[src/rtl/pc_address_pkg.sv]
// rtl/pc_address_pkg.sv - shared FSM, pc_enable and address_select encodings
package pc_address_pkg;

  localparam logic [1:0] S_RUN    = 2'd0;
  localparam logic [1:0] S_VEC_LO = 2'd1;
  localparam logic [1:0] S_VEC_HI = 2'd2;

  localparam logic [1:0] PC_HOLD  = 2'b00;
  localparam logic [1:0] PC_LOAD  = 2'b01;
  localparam logic [1:0] PC_RSVD  = 2'b10;
  localparam logic [1:0] PC_INC   = 2'b11;

  localparam logic [1:0] ADDR_PC    = 2'd0;
  localparam logic [1:0] ADDR_MEM   = 2'd1;
  localparam logic [1:0] ADDR_ALU   = 2'd2;
  localparam logic [1:0] ADDR_STACK = 2'd3;

endpackage

[src/rtl/pc_address_mux.sv]
// rtl/pc_address_mux.sv - combinational 4:1 16-bit address source mux
module pc_address_mux
  import pc_address_pkg::*;
(
  input  logic [1:0]  sel,
  input  logic [15:0] pc_addr,
  input  logic [15:0] mem_addr,
  input  logic [15:0] alu_addr,
  input  logic [15:0] stack_addr,
  output logic [15:0] addr
);

  always_comb begin
    addr = pc_addr;
    case (sel)
      ADDR_PC:    addr = pc_addr;
      ADDR_MEM:   addr = mem_addr;
      ADDR_ALU:   addr = alu_addr;
      ADDR_STACK: addr = stack_addr;
      default:    addr = pc_addr;
    endcase
  end

endmodule

[src/rtl/pc_address_unit.sv]
// rtl/pc_address_unit.sv - program counter, address bus mux and vector fetch FSM
// Interrupt vector fetch is enabled by defining PC_INTERRUPT_VECTOR_EN.
module pc_address_unit
  import pc_address_pkg::*;
#(
  parameter logic [15:0] RESET_VECTOR = 16'hFFFC,
  parameter logic [15:0] NMI_VECTOR   = 16'hFFFA,
  parameter logic [15:0] IRQ_VECTOR   = 16'hFFFE
) (
  input  logic        clk,
  input  logic        rst,
  input  logic        clk_enable,
  input  logic [1:0]  pc_enable,
  input  logic [1:0]  address_select,
  input  logic [15:0] memory_address,
  input  logic [7:0]  alu_result,
  input  logic [7:0]  stack_pointer,
  input  logic [7:0]  data_in,
  input  logic        vector_req,
  input  logic        vector_nmi,
  output logic [15:0] address_out,
  output logic [15:0] pc_value,
  output logic        vector_rd,
  output logic        busy
);

  logic [1:0]  state;
  logic [15:0] pc;
  logic [15:0] base;
  logic [15:0] run_addr;
  logic        vector_take;

`ifdef PC_INTERRUPT_VECTOR_EN
  assign vector_take = vector_req;
`else
  logic unused_vector_inputs;
  assign unused_vector_inputs = vector_req ^ vector_nmi;
  assign vector_take = 1'b0;
`endif

  always_ff @(posedge clk) begin
    if (rst) begin
      state <= S_VEC_LO;
      pc    <= 16'h0000;
      base  <= RESET_VECTOR;
    end else if (clk_enable) begin
      case (state)
        S_RUN: begin
          if (vector_take) begin
            state <= S_VEC_LO;
            base  <= vector_nmi ? NMI_VECTOR : IRQ_VECTOR;
          end else begin
            case (pc_enable)
              PC_LOAD: pc <= memory_address;
              PC_INC:  pc <= pc + 16'd1;
              default: pc <= pc;
            endcase
          end
        end
        S_VEC_LO: begin
          pc[7:0] <= data_in;
          state   <= S_VEC_HI;
        end
        S_VEC_HI: begin
          pc[15:8] <= data_in;
          state    <= S_RUN;
        end
        default: state <= S_RUN;
      endcase
    end
  end

  pc_address_mux u_mux (
    .sel        (address_select),
    .pc_addr    (pc),
    .mem_addr   (memory_address),
    .alu_addr   ({8'h00, alu_result}),
    .stack_addr ({8'h01, stack_pointer}),
    .addr       (run_addr)
  );

  // rst overrides combinationally so the bus shows the reset vector before the first edge
  always_comb begin
    address_out = run_addr;
    if (rst)
      address_out = RESET_VECTOR;
    else if (state == S_VEC_LO)
      address_out = base;
    else if (state == S_VEC_HI)
      address_out = base + 16'd1;
  end

  assign pc_value  = pc;
  assign vector_rd = rst | (state != S_RUN);
  assign busy      = rst | (state != S_RUN);

endmodule

[config.mk]
export PLATFORM = sky130hd
export DESIGN_NAME = pc_address_unit
export DESIGN_NICKNAME = d
export VERILOG_FILES = /design/src/rtl/pc_address_pkg.sv /design/src/rtl/pc_address_mux.sv /design/src/rtl/pc_address_unit.sv
export SDC_FILE = /design/constraint.sdc
export NUM_CORES = 1
export LEC_CHECK = 0
export CAP_MARGIN = 20
export CORE_MARGIN = 2
export CORE_UTILIZATION = 38
export DETAILED_ROUTE_END_ITERATION = 7
export GPL_TIMING_DRIVEN = 0
export PLACE_DENSITY = 0.88
export SKIP_CTS_REPAIR_TIMING = 1
export SLEW_MARGIN = 10
export SYNTH_ARGS = -nofsm -noshare
export SYNTH_HDL_FRONTEND = slang
export SYNTH_SLANG_ARGS = --single-unit
[constraint.sdc]
create_clock -name clk -period 1.69 [get_ports clk]
set_input_delay 0.169 -clock clk [delete_from_list [all_inputs] [get_ports clk]]
set_output_delay 0.169 -clock clk [all_outputs]
set_load 0.03 [all_outputs]
Fig. 1: run 1, routing congestion map
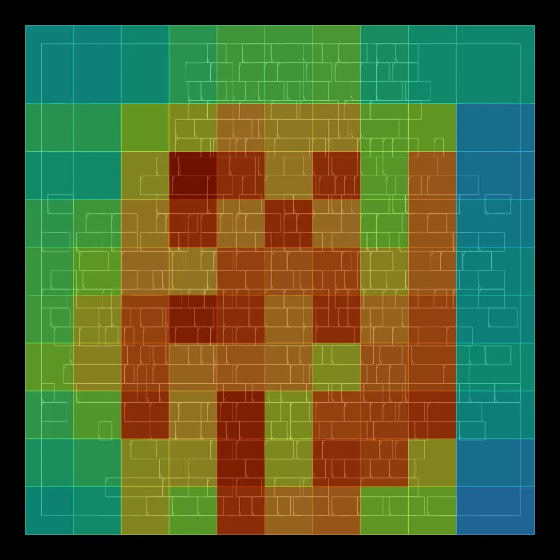
met2 Usage GRT: 39.9%
met3 Track Usage GR: 4.39%
share of the core filled with cells in the final layout: 62.9%
Top Usage Layer GRT: met2
global routing usage on met1: 33.5%

Fig. 2: run 1, wires at chosen ports, followed through buffers
The bar under the picture is 20 um long.
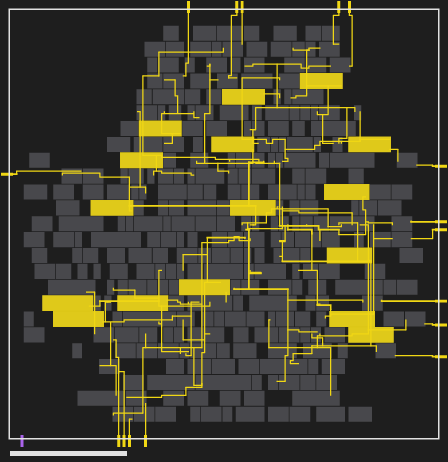
Key: `vector_nmi` = purple [direction input, edge bottom, end cells 0, buffers 0]; `pc_value` = yellow [direction output, edge 6 right, 5 top, 4 bottom, 1 left, end cells 16, buffers 16, wire 1080 um]
Port Buffers: 77
IO Pins: 83

Fig. 3: run 1, zoomed window
The bar under the picture is 10 um long. Region (6, 6) to (31, 31) um. Cells in gray, sequential cells in the stronger gray; small squares are vias.
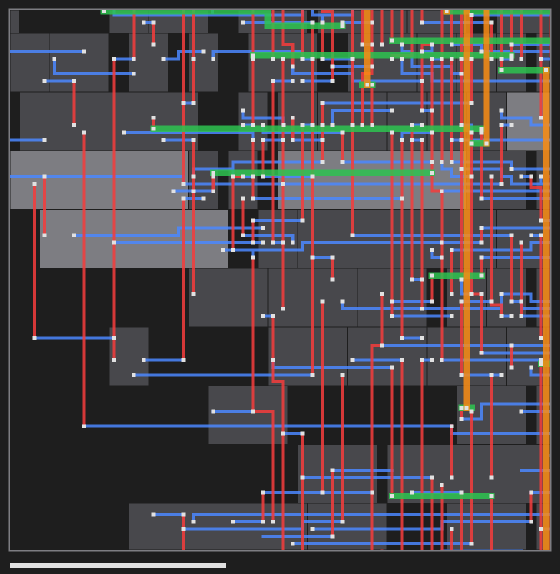
Key: met2 = red; met4 = orange; met1 = blue; met3 = green
Netlist names of flops here include `pc_value` (3). Sequential cells in the window: 3. 41 logic cells have their middle in the window. Most frequent: a21oi_1 (8), clkdlybuf4s50_1 (8).

run 1: sequential cells by signal, summed over array words and instances (netlist names):
register,cells
pc_value,16
state,2
run 1: layout make-up:
| cell class | count | share of cell area, % |
|---|---|---|
| timing repair buffer | 86 | 28.5 |
| buffer | 16 | 4.20 |
| sequential | 18 | 13.1 |
| inverter | 6 | 0.763 |
| clock buffer | 4 | 1.53 |
| multi-input combinational | 178 | 49.6 |
| tap | 54 | 2.29 |
run 1: worst reg2reg max path: cells and delay by family, from the launching register on:
kind                       cells  cell delay [ps]
and+or+nand+nor                2              500
AOI/OAI and AO/OA              2              480
DFF                            1              410
adders and majority gates      1              190
run 1: cells by family after synthesis:
| logic type | count (synthesis) | share of synthesized area, % |
|---|---|---|
| simple gates | 83 | 28.7 |
| compound gates | 68 | 24.8 |
| buf+inv | 23 | 6.84 |
| mux | 21 | 17.2 |
| flops | 18 | 19.7 |
| xor+xnor | 4 | 1.92 |
| fa+ha+maj | 1 | 0.684 |
run 1: routing by layer:
| metal | vias up | wire length, um | GRT usage (%) |
|---|---|---|---|
| met2 | 189 | 3640 | 39.9 |
| met1 | 1088 | 2750 | 33.5 |
| li1 | 1008 | - | - |
| met4 | 0 | 276 | 5.66 |
| met5 | - | 0 | 0 |
| met3 | 35 | 766 | 4.39 |
run 1: path summary, 6_finish.rpt:
check	slack, ps	cells after the start	end	startpoint
max	-60	6	address_out[1]	state[1]$_SDFFE_PP0P_
min	410	3	pc_value[11]$_SDFFE_PP0P_	rst
max reg2reg	30	5	pc_value[8]$_SDFFE_PP0P_	pc_value[0]$_SDFFE_PP0P_
min reg2reg	540	2	pc_value[1]$_SDFFE_PP0P_	pc_value[1]$_SDFFE_PP0P_
run 1: metrics by stage:
step	TNS (ps)	total power (W)	instances
6_report	-304	0.00162	362
5_1_grt	-1220	0.00168	362
4_1_cts	-16100	0.00152	353
3_5_place_dp	-15490	0.00120	349
2_1_floorplan	0	0.000899	218
3_3_place_gp	-14540	0.00118	349
run 1: cells in the final DEF (no fill, tap or decap), types with 5 or more instances in the layout:
cell and instances:
sky130_fd_sc_hd__a21oi_1 14, sky130_fd_sc_hd__and3_1 5, sky130_fd_sc_hd__buf_4 13, sky130_fd_sc_hd__buf_6 17, sky130_fd_sc_hd__clkbuf_2 6, sky130_fd_sc_hd__clkdlybuf4s50_1 57
sky130_fd_sc_hd__dfxtp_1 7, sky130_fd_sc_hd__dfxtp_2 6, sky130_fd_sc_hd__dfxtp_4 5, sky130_fd_sc_hd__inv_1 6, sky130_fd_sc_hd__mux2i_1 12, sky130_fd_sc_hd__mux4_2 7
sky130_fd_sc_hd__nand2_1 18, sky130_fd_sc_hd__nand2b_1 5, sky130_fd_sc_hd__nand2b_4 5, sky130_fd_sc_hd__nand3_1 5, sky130_fd_sc_hd__nor2_1 13, sky130_fd_sc_hd__o21ai_0 17
sky130_fd_sc_hd__o21ai_1 5, sky130_fd_sc_hd__o21ai_2 5
==> notes.md, run 1 <==
Numbers from the implementation run.

The run finished, with violations left. The final reports fail on setup timing. By area the synthesized netlist is led by sky130_fd_sc_hd__dfxtp_1, sky130_fd_sc_hd__mux4_2, sky130_fd_sc_hd__o21ai_0, sky130_fd_sc_hd__mux2i_1, sky130_fd_sc_hd__a21oi_1.

In this run switching power makes up 38.2% of total power. CTS built an H-tree with a depth of 1. The total routing usage reported by global routing is 24.4%. The top cell type by total area after synthesis is sky130_fd_sc_hd__dfxtp_1. The number of endpoints with negative hold slack in the final report is 0.

The area taken by multi-input logic gates is 0.00146 mm^2. STA classifies the critical path endpoint as an output port. The first-pass iteration count of the detailed router is 5. The area taken by flip-flops and latches is 387 um^2. After synthesis, the design contains 218 cells according to Yosys. The chip area line in the Yosys stat output reads 0.00183 mm^2. The fraction of power consumed by combinational cells is 47.2%. Counting flops with an async set or reset pin after synthesis yields a share of 0%. Summed over its instances, the top area cell type makes up 19.7% of the synthesized netlist area. The final layout report lists a filler cell count of 367. The final worst-path setup slack is -60.7 ps.

The number of antenna diodes is 0. According to the floorplan report, the total die area is 0.00538 mm^2. In this run, synthesis inferred 0 flip-flops with an integrated enable. The instance area after placement is 0.00269 mm^2.

The number of max-cap violations is 0. Using the TritonRoute via totals, the vias-per-cell ratio works out to 6.41. The pin count of the biggest net entering global routing is 11.

The placement-stage worst setup slack is -942 ps. The number of synthesized register bits is 18. The CTS report gives the tree buffer count as 3. IR analysis of the VDD net gives a maximum drop of 0.347 mV. The clock power share is 20.0%. For this run, the post-layout net count is 359.

The count of tool warnings is 29. The most critical min-delay path falls under in -> reg. Timing would allow up to 571 MHz. After detailed routing, the average wire length per cell comes to 20.5 um.

Of the available clock period, the critical path in the final layout requires 104%. The power per cell area is 548 mW/mm^2. The post-route clock skew is 4.80 ps. Per STA, the worst path is made up of buf_6, nor2b_4, nor3b_4, buf_6, and2_4, buf_6. Across all checked pins, the minimum headroom to the slew limit is 69.5%.

The required time of the worst setup path is 1520 ps. CTS placed an instance of sky130_fd_sc_hd__clkbuf_8 at the clock tree root. The stage delay of the slowest cell on the critical path is 340 ps. Per the OpenROAD power report, switching power amounts to 0.000617 W. Along the critical path, the tally of buffer and inverter instances is 3. The maximum number of buffers from clock root to sink is 2. Sorting the synthesized cells by how often they occur yields sky130_fd_sc_hd__o21ai_0, sky130_fd_sc_hd__dfxtp_1, sky130_fd_sc_hd__nand2_1.

Setup repair after global routing could not meet its margin everywhere. The layout summary lists the proportion of cells stronger than drive strength 1 as 31.8%. After floorplanning, the core was sized to cover 0.00469 mm^2. The launching element type of the critical path is a register.

For this block, the via count after detailed routing is 2320. The number of endpoints failing setup at the final stage is 13. The critical setup path kind is reg -> out. The net count after synthesis is 268. The number of antenna violations at the first check in global routing came to 0.

The wire length of the first global-routing pass is 10300 um. The horizontal die dimension reported for this design is 73.4 um. The worst path in the final design needs a cycle of 1750 ps, including I/O delays and setup. The height of the chip is 73.4 um. Per report_power, the sequential group accounts for 32.8% of the total. The pin closest to its max-slew limit shows a slew of 451 ps.
==> run 1 -> run 2 <==
--- a/config.mk
+++ b/config.mk
@@ -7,10 +7,10 @@
 export LEC_CHECK = 0
 export CAP_MARGIN = 20
 export CORE_MARGIN = 2
-export CORE_UTILIZATION = 38
+export CORE_UTILIZATION = 45
 export DETAILED_ROUTE_END_ITERATION = 7
 export GPL_TIMING_DRIVEN = 0
-export PLACE_DENSITY = 0.88
+export PLACE_DENSITY = 0.95
 export SKIP_CTS_REPAIR_TIMING = 1
 export SLEW_MARGIN = 10
 export SYNTH_ARGS = -nofsm -noshare
==> constraint.sdc (replaced) <==
create_clock -name clk -period 2.3 [get_ports clk]
set_input_delay 0.23 -clock clk [delete_from_list [all_inputs] [get_ports clk]]
set_output_delay 0.23 -clock clk [all_outputs]
set_load 0.03 [all_outputs]
Fig. 4: run 2, zoomed window
The bar under the picture is 10 um long. Region (4, 4) to (29, 29) um. Cells in gray, sequential cells in the stronger gray; small squares are vias.
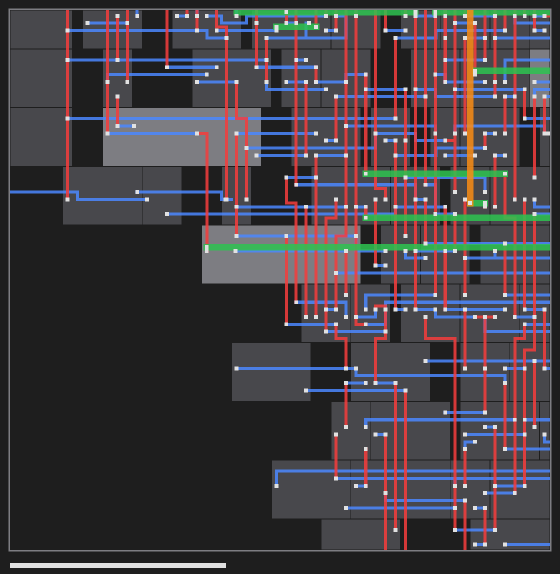
Key: met3 = green; met2 = red; met4 = orange; met1 = blue
Sequential cells in the window: 2. Most frequent: clkdlybuf4s50_1 (9), o21ai_0 (5). Netlist names of flops here include `pc_value` (1), `state` (1). 50 logic cells have their middle in the window.

==> notes.md, run 2 <==
Numbers from the implementation run.

The number of max-cap violations is 0 (unchanged). The post-route clock skew was 1.50 ps (-3.30 ps). The count of tool warnings is 28 (-3.4%).

The number of cell rows is 23. The number of nets in the final layout is 351 (-2.2%). TritonCTS built the clock tree.

The area of the core is 0.00394 mm^2 (-16%). The final max-slew violation count recorded for this run is 0. The maximum number of buffers from clock root to sink came to 2 (unchanged). The number of antenna diodes is 0 (unchanged). The area share of the largest cell type after synthesis was 19.7% (unchanged). The launching element type of the critical path is a primary input. The fraction of the mapped netlist area in adder cells is 0.684% (unchanged).

The chip area estimate from yosys synthesis is 0.00183 mm^2 (unchanged). The half-perimeter wire length after detailed placement is 4630 um. The compound-gate portion of the synthesized area came to 24.8% (unchanged). The part of the cycle the worst path needs is 95.1%.

The layout cell share with drive strength beyond 1 is 14.3% (-17 points). The residual DRC count is 0. The most common flop cell mapped by yosys is sky130_fd_sc_hd__dfxtp_1.

Once detail routing completed, the nets flagged for antenna violations numbered 0. The cell at the root of the clock tree is sky130_fd_sc_hd__clkbuf_8. The number of vias per cell after detailed routing is 6.38 (-0.49%). The required time of the worst setup path is 2070 ps (+550 ps). The overflow left after global routing is 0. The number of endpoints with negative hold slack in the final report is 0 (unchanged). The maximum ir drop on the vdd rail is 0.229 mV (-34%).

The net count after synthesis came to 268 (unchanged). sky130_fd_sc_hd__o21ai_0 is the most common cell in the netlist. The height of the chip is 67.7 um (-7.7%). A synthesized cell averages 8.39 um^2. The met1 routed wirelength after detailed routing is 2590 um (-5.6%). The clock reaches the later pin of the worst-skew pair after 260 ps. The commonest non-fill, non-tap cell in the layout is sky130_fd_sc_hd__clkdlybuf4s50_1.

The length of routed met3 wiring was 643 um (-16%). The summed instance area of the synthesized netlist is 0.00183 mm^2. The number of global-route vias before repair is 2033. The area fraction in mux cells is 17.2% (unchanged). The area fraction in and, or, nand and nor cells came to 28.7% (unchanged).

The flip-flop count of the largest register after layout came to 16 (unchanged). The number of primary I/O pins is 83 (unchanged). The final worst-path setup slack is 113 ps (+173 ps). The total routing usage reported by global routing is 28.3% (+3.9 points).

The synthesized instance count is 218. The number of antenna violations at the first check in global routing was 0 (unchanged). The clock period minus final worst setup slack is 2190 ps. The horizontal extent of the die came to 67.7 um (-7.7%). The core utilization at floorplan is 46.4%.

The number of port buffers is 77 (unchanged). The power per cell area is 418 mW/mm^2 (-24%). The synthesis run shows the most used standard cells to be sky130_fd_sc_hd__o21ai_0, sky130_fd_sc_hd__dfxtp_1, sky130_fd_sc_hd__nand2_1. The data arrival time at the worst-slack endpoint is 1960 ps. The total clock buffers created by CTS is 3 (unchanged). The relative slew slack was 49.7% (-20 points). Of the synthesized area, sequential elements account for 19.7%. The number of synthesized flops with an enable pin is 0 (unchanged).

The wire length on met2 is 3150 um (-13%). The number of endpoints failing setup at the final stage is 0 (-13). The first-pass iteration count of the detailed router is 6 (+1). The accumulated negative setup slack is 0 ps (+304 ps). The most common logic cells in the final layout are sky130_fd_sc_hd__clkdlybuf4s50_1, sky130_fd_sc_hd__o21ai_0, sky130_fd_sc_hd__nand2_1, sky130_fd_sc_hd__dfxtp_1, sky130_fd_sc_hd__dlymetal6s2s_1.

The routed length per instance is 18.9 um (-7.9%). The cell total in the yosys stat output was 218 (unchanged). For this run, the number of Yosys warnings is 0. The highest layer touched by signal routing is met4. The pin count of the biggest net entering global routing is 11 (unchanged). For reference, the top cells by area after synthesis are sky130_fd_sc_hd__dfxtp_1, sky130_fd_sc_hd__mux4_2, sky130_fd_sc_hd__o21ai_0, sky130_fd_sc_hd__mux2i_1, sky130_fd_sc_hd__a21oi_1. The layout overhead on the synthesized area is 52.4%. RePlAce ended its routability-driven mode at a weighted congestion of 0.927.

The static leakage is 1.04 nW. The number of H-tree levels is 1 (unchanged). Of all nets on the critical path, the largest fanout is 10. Setup repair after global routing left no endpoint under its margin.

Summed over all instances, the cell type with the most area after synthesis is sky130_fd_sc_hd__dfxtp_1. The via total after detailed routing is 2232 (-3.8%). The share of flip-flops with an asynchronous set or reset after synthesis is 0% (unchanged).

STA classifies the critical path endpoint as an output port. The flow ran to the end, and the final reports show no timing, DRC or antenna violations. The die outline area is 0.00459 mm^2 (-15%). The number of unique standard cell types used by synthesis is 55. According to the hold report, the worst path is of the reg -> reg type. The wire length of the first global-routing pass is 9740 um (-5.1%).

Per the timing report, the achievable frequency comes out to 457 MHz. The number of synthesized register bits is 18 (unchanged). The worst-margin pin slew is 755 ps (+304 ps). The top logic cell family in the synthesized netlist is simple AND/OR/NAND/NOR gates.

The placement-stage worst setup slack is -713 ps (+229 ps). The parity-gate share of the synthesized area counting xor and xnor cells was 1.92% (unchanged). The critical path is of the in -> out type.
Fig. 5: run 2, sequential cells grouped by signal name
The bar under the picture is 20 um long.
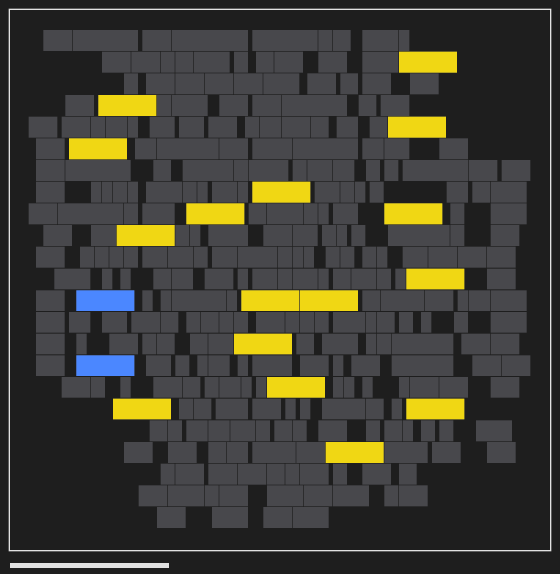
Key: `pc_value` = yellow [sequential cells 16]; `state` = blue [sequential cells 2]

-- run 2: cell counts after synthesis --
Identical to the previous run, type by type.
-- run 2: kinds of logic (layout without fill, tap and decap cells) --
| group | Yosys count | in the layout |
|---|---|---|
| fa+ha+maj | 1 | 1 |
| buf+inv | 23 | 105 |
| mux | 21 | 21 |
| simple gates | 83 | 83 |
| flops | 18 | 18 |
| compound gates | 68 | 68 |
| xor+xnor | 4 | 4 |
-- run 2: path summary, 6_finish.rpt --
kind	start	endpoint	slack (ps)	depth (start not counted)
min	pc_value[10]$_SDFFE_PP0P_	pc_value[10]$_SDFFE_PP0P_	580	2
max reg2reg	pc_value[0]$_SDFFE_PP0P_	pc_value[6]$_SDFFE_PP0P_	360	5
min reg2reg	pc_value[10]$_SDFFE_PP0P_	pc_value[10]$_SDFFE_PP0P_	580	2
max	rst	busy	110	4
-- run 2: final cells by class --
cell class	instances	area [um^2]
multi-input cells	177	1360
repair buffers	78	821
flip-flops and latches	18	360
well taps	50	62.6
clock buffers	4	55.1
plain buffers	17	106
inverters	6	22.5
fillers	297	1160
-- run 2: routing by layer --
metal | GRT usage (%) | up-vias
met5 | 0 | -
met2 | 45.0 | 171
met1 | 37.5 | 1037
met3 | 4.50 | 31
li1 | - | 993
met4 | 13.0 | 0
-- run 2: power by group --
part	leakage [nW]	total, W	switching [W]	internal (W)
registers	0.148	0.000382	0.0000478	0.000334
logic	0.866	0.000504	0.000261	0.000243
clock network	0.0288	0.000278	0.000125	0.000153
-- run 2: worst max-delay path, cell delays in order --
cell and delay (ps):
sky130_fd_sc_hd__clkdlybuf4s50_1 530, sky130_fd_sc_hd__clkbuf_8 230, sky130_fd_sc_hd__or3_1 350, sky130_fd_sc_hd__clkdlybuf4s50_1 610
-- run 2: stage by stage --
| step | std cells | hold WS, ps | cell area (um^2) | util [%] | power, W |
|---|---|---|---|---|---|
| 2_1_floorplan | 218 | 321 | 1830 | - | 0.000656 |
| 3_3_place_gp | 345 | 549 | 2660 | 67.5 | 0.000861 |
| 3_5_place_dp | 345 | 557 | 2660 | 67.5 | 0.000874 |
| 4_1_cts | 349 | 572 | 2720 | 68.9 | 0.00114 |
| 5_1_grt | 350 | 606 | 2790 | 70.7 | 0.00120 |
| 6_report | 350 | 577 | 2790 | 70.7 | 0.00116 |
==> run 2 -> run 3 <==
--- a/config.mk
+++ b/config.mk
@@ -7,10 +7,11 @@
 export LEC_CHECK = 0
 export CAP_MARGIN = 20
 export CORE_MARGIN = 2
-export CORE_UTILIZATION = 45
+export CORE_UTILIZATION = 38
 export DETAILED_ROUTE_END_ITERATION = 7
 export GPL_TIMING_DRIVEN = 0
-export PLACE_DENSITY = 0.95
+export PLACE_DENSITY = 0.88
+export RECOVER_POWER = 50
 export SKIP_CTS_REPAIR_TIMING = 1
 export SLEW_MARGIN = 10
 export SYNTH_ARGS = -nofsm -noshare
==> constraint.sdc (replaced) <==
create_clock -name clk -period 1.9 [get_ports clk]
set_input_delay 0.19 -clock clk [delete_from_list [all_inputs] [get_ports clk]]
set_output_delay 0.19 -clock clk [all_outputs]
set_load 0.03 [all_outputs]
Fig. 6: run 3, zoomed window
The bar under the picture is 10 um long. Region (6, 6) to (31, 31) um. Cells in gray, sequential cells in the stronger gray; small squares are vias.
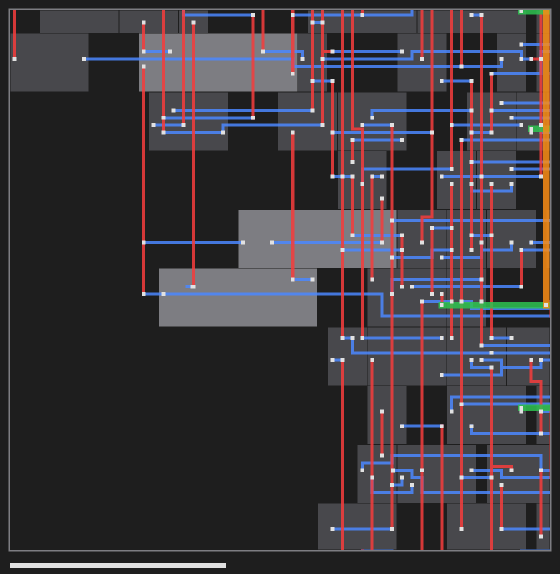
Key: met3 = green; met4 = orange; met2 = red; met1 = blue
31 logic cells have their middle in the window. Sequential cells in the window: 3. Netlist names of flops here include `state` (2), `pc_value` (1). Most frequent: mux2i_1 (4), o21ai_0 (4).

==> notes.md, run 3 <==
Numbers from the implementation run.

The die outline area came to 0.00538 mm^2 (+17%). The first-pass iteration count of the detailed router is 5 (-1). The number of primary I/O pins came to 83 (unchanged).

The flip-flop count of the largest register after layout is 16 (unchanged). The number of max-cap violations is 0 (unchanged). The number of non-filler instances in the completed layout is 352 (+0.57%). The cell total in the yosys stat output is 218 (unchanged).

The summed instance area of the synthesized netlist is 0.00183 mm^2 (unchanged). The overall power is 0.00139 W (+19%). The chip area estimate from yosys synthesis is 0.00183 mm^2 (unchanged). The reg-to-reg setup timing slack was 110 ps (-250 ps). The maximum number of buffers from clock root to sink is 2 (unchanged). The cell depth of the worst hold path is 3 (+1). The class of the most critical hold timing path is in -> reg.

The data arrival time at the worst-slack endpoint was 1640 ps (-320 ps). The area taken by flip-flops and latches is 363 um^2 (+0.69%). The area share of the largest cell type after synthesis is 19.7% (unchanged).

The residual DRC count is 0 (unchanged). Setup repair after global routing left no endpoint under its margin. The largest fanout on the critical path is 10 (unchanged).

The number of global-route vias before repair is 1974 (-2.9%). The share of the yosys chip area belonging to registers is 19.7% (unchanged). The number of synthesized register bits is 18 (unchanged). The number of antenna violations at the first check in global routing is 0 (unchanged). In the layout the commonest cells are sky130_fd_sc_hd__clkdlybuf4s50_1, sky130_fd_sc_hd__o21ai_0, sky130_fd_sc_hd__nand2_1. The height of the chip came to 73.4 um (+8.3%). The synthesized design spends more area on one cell type than any other, namely sky130_fd_sc_hd__dfxtp_1. Clock tree synthesis selected as its root buffer the cell sky130_fd_sc_hd__clkbuf_8. The area of the core is 0.00469 mm^2 (+19%). The number of endpoints failing setup at the final stage is 0 (unchanged). The number of cell instances on the worst register-to-register path is 5 (unchanged). The number of endpoints with negative hold slack in the final report was 0 (unchanged). The number of unique standard cell types used by synthesis is 55 (unchanged). The accumulated negative setup slack is 0 ps (unchanged). The count of synthesis-stage warnings from yosys is 0 (unchanged). The net count after synthesis is 268 (unchanged). The path with the worst hold slack has its endpoint at pc_value[11]$_SDFFE_PP0P_. TritonCTS built the clock tree. The relative slew slack is 50.7% (+1.0 points).

The number of antenna diodes is 0 (unchanged). The required time of the worst setup path is 1710 ps (-360 ps). STA classifies the critical path endpoint as an output port. Sorting the synthesized cells by how often they occur yields sky130_fd_sc_hd__o21ai_0, sky130_fd_sc_hd__dfxtp_1, sky130_fd_sc_hd__nand2_1.

The total routing usage reported by global routing is 22.0% (-6.4 points). The run finished with clean final reports. The static leakage is 1.05 nW (+0.34%). The wire length of the first global-routing pass is 9380 um (-3.7%). The critical path goes through clkbuf_4, buf_6, or3_1, buf_4, clkbuf_2. The sequential power share is 33.4% (+0.6 points). By area the synthesized netlist is led by sky130_fd_sc_hd__dfxtp_1, sky130_fd_sc_hd__mux4_2, sky130_fd_sc_hd__o21ai_0, sky130_fd_sc_hd__mux2i_1, sky130_fd_sc_hd__a21oi_1. Leaving out fill and tap cells, the most frequent cell in the layout is sky130_fd_sc_hd__clkdlybuf4s50_1.

The max-slew violation total from the final report is 0 (unchanged). Looking at the gate-level netlist, the highest instance count belongs to sky130_fd_sc_hd__o21ai_0. The worst-margin pin slew was 735 ps (-20.1 ps). The number of vias per cell after detailed routing was 6.10 (-4.4%). The number of buffers and inverters on the critical path is 4 (+1).
Fig. 7: run 3, logic cells by family
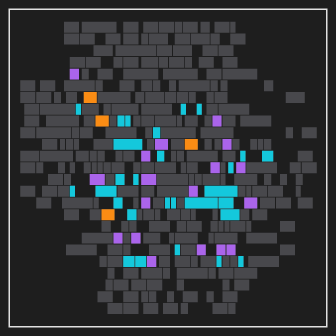
Key: NOR gates = cyan [cells 28]; AND and OR gates = purple [cells 18, where center]; XOR/XNOR gates = orange [cells 4]

run 3: cell counts after synthesis:
Identical to the previous run, type by type.
run 3: area by class of cell:
| class | count | share of cell area (%) |
|---|---|---|
| multi-input combinational | 177 | 50.4 |
| tap | 54 | 2.48 |
| clock buffer | 4 | 2.02 |
| timing repair buffer | 78 | 26.9 |
| sequential | 18 | 13.3 |
| inverter | 6 | 0.826 |
| buffer | 15 | 4.08 |
run 3: kinds of logic (layout without fill, tap and decap cells):
kind of cell,after synthesis,count (layout),share of synthesized area [%]
multiplexers,21,21,17.2
buffers and inverters,23,103,6.84
flip-flops,18,18,19.7
AND/OR/NAND/NOR,83,83,28.7
AND-OR/OR-AND,68,68,24.8
adder cells (fa/ha/maj),1,1,0.684
XOR/XNOR,4,4,1.92
run 3: metal layers:
metal / global-route usage, % / wire length (um) / share of wire (%) / vias up
met3: 2.74 / 466 / 7.4 / 26
met5: 0 / 0 / 0 / -
met1: 29.0 / 2610 / 41 / 998
met4: 7.27 / 137 / 2.2 / 0
met2: 37.0 / 3100 / 49 / 129
li1: - / - / - / 993
run 3: tightest hold or removal path: stages:
cell,delay (ps)
sky130_fd_sc_hd__dlymetal6s2s_1,270
sky130_fd_sc_hd__a311o_1,170
sky130_fd_sc_hd__a31oi_1,40
run 3: worst max-delay path by stage:
stage / start / end / slack (ps) / depth (start not counted)
global placement: rst / address_out[1] / -1000 / 5
global route: pc_value[0]$_SDFFE_PP0P_ / pc_value[14]$_SDFFE_PP0P_ / 8 / 5
floorplan: pc_value[1]$_SDFFE_PP0P_ / pc_value[8]$_SDFFE_PP0P_ / 9 / 5
detailed placement: rst / address_out[1] / -1030 / 5
finish: state[1]$_SDFFE_PP0P_ / vector_rd / 70 / 5
CTS: state[1]$_SDFFE_PP0P_ / address_out[1] / -1300 / 6
run 3: per-stage QoR:
step,utilization (%),hold WS [ps]
after CTS,58.0,493
after floorplan,-,281
final,58.1,447
after detailed placement,56.9,527
after global routing,58.1,456
after global placement,56.9,516
run 3: power by group through the flow:
stage                     Sequential, W  Combinational, W  Clock [W]
after floorplan                0.000502          0.000292          0
after global placement         0.000466          0.000578          0
after detailed placement       0.000468          0.000587          0
after CTS                      0.000460          0.000590   0.000331
after global routing           0.000467          0.000622   0.000350
final                          0.000463          0.000585   0.000339
No activity file was given, so power comes from the tool's default toggle rates.
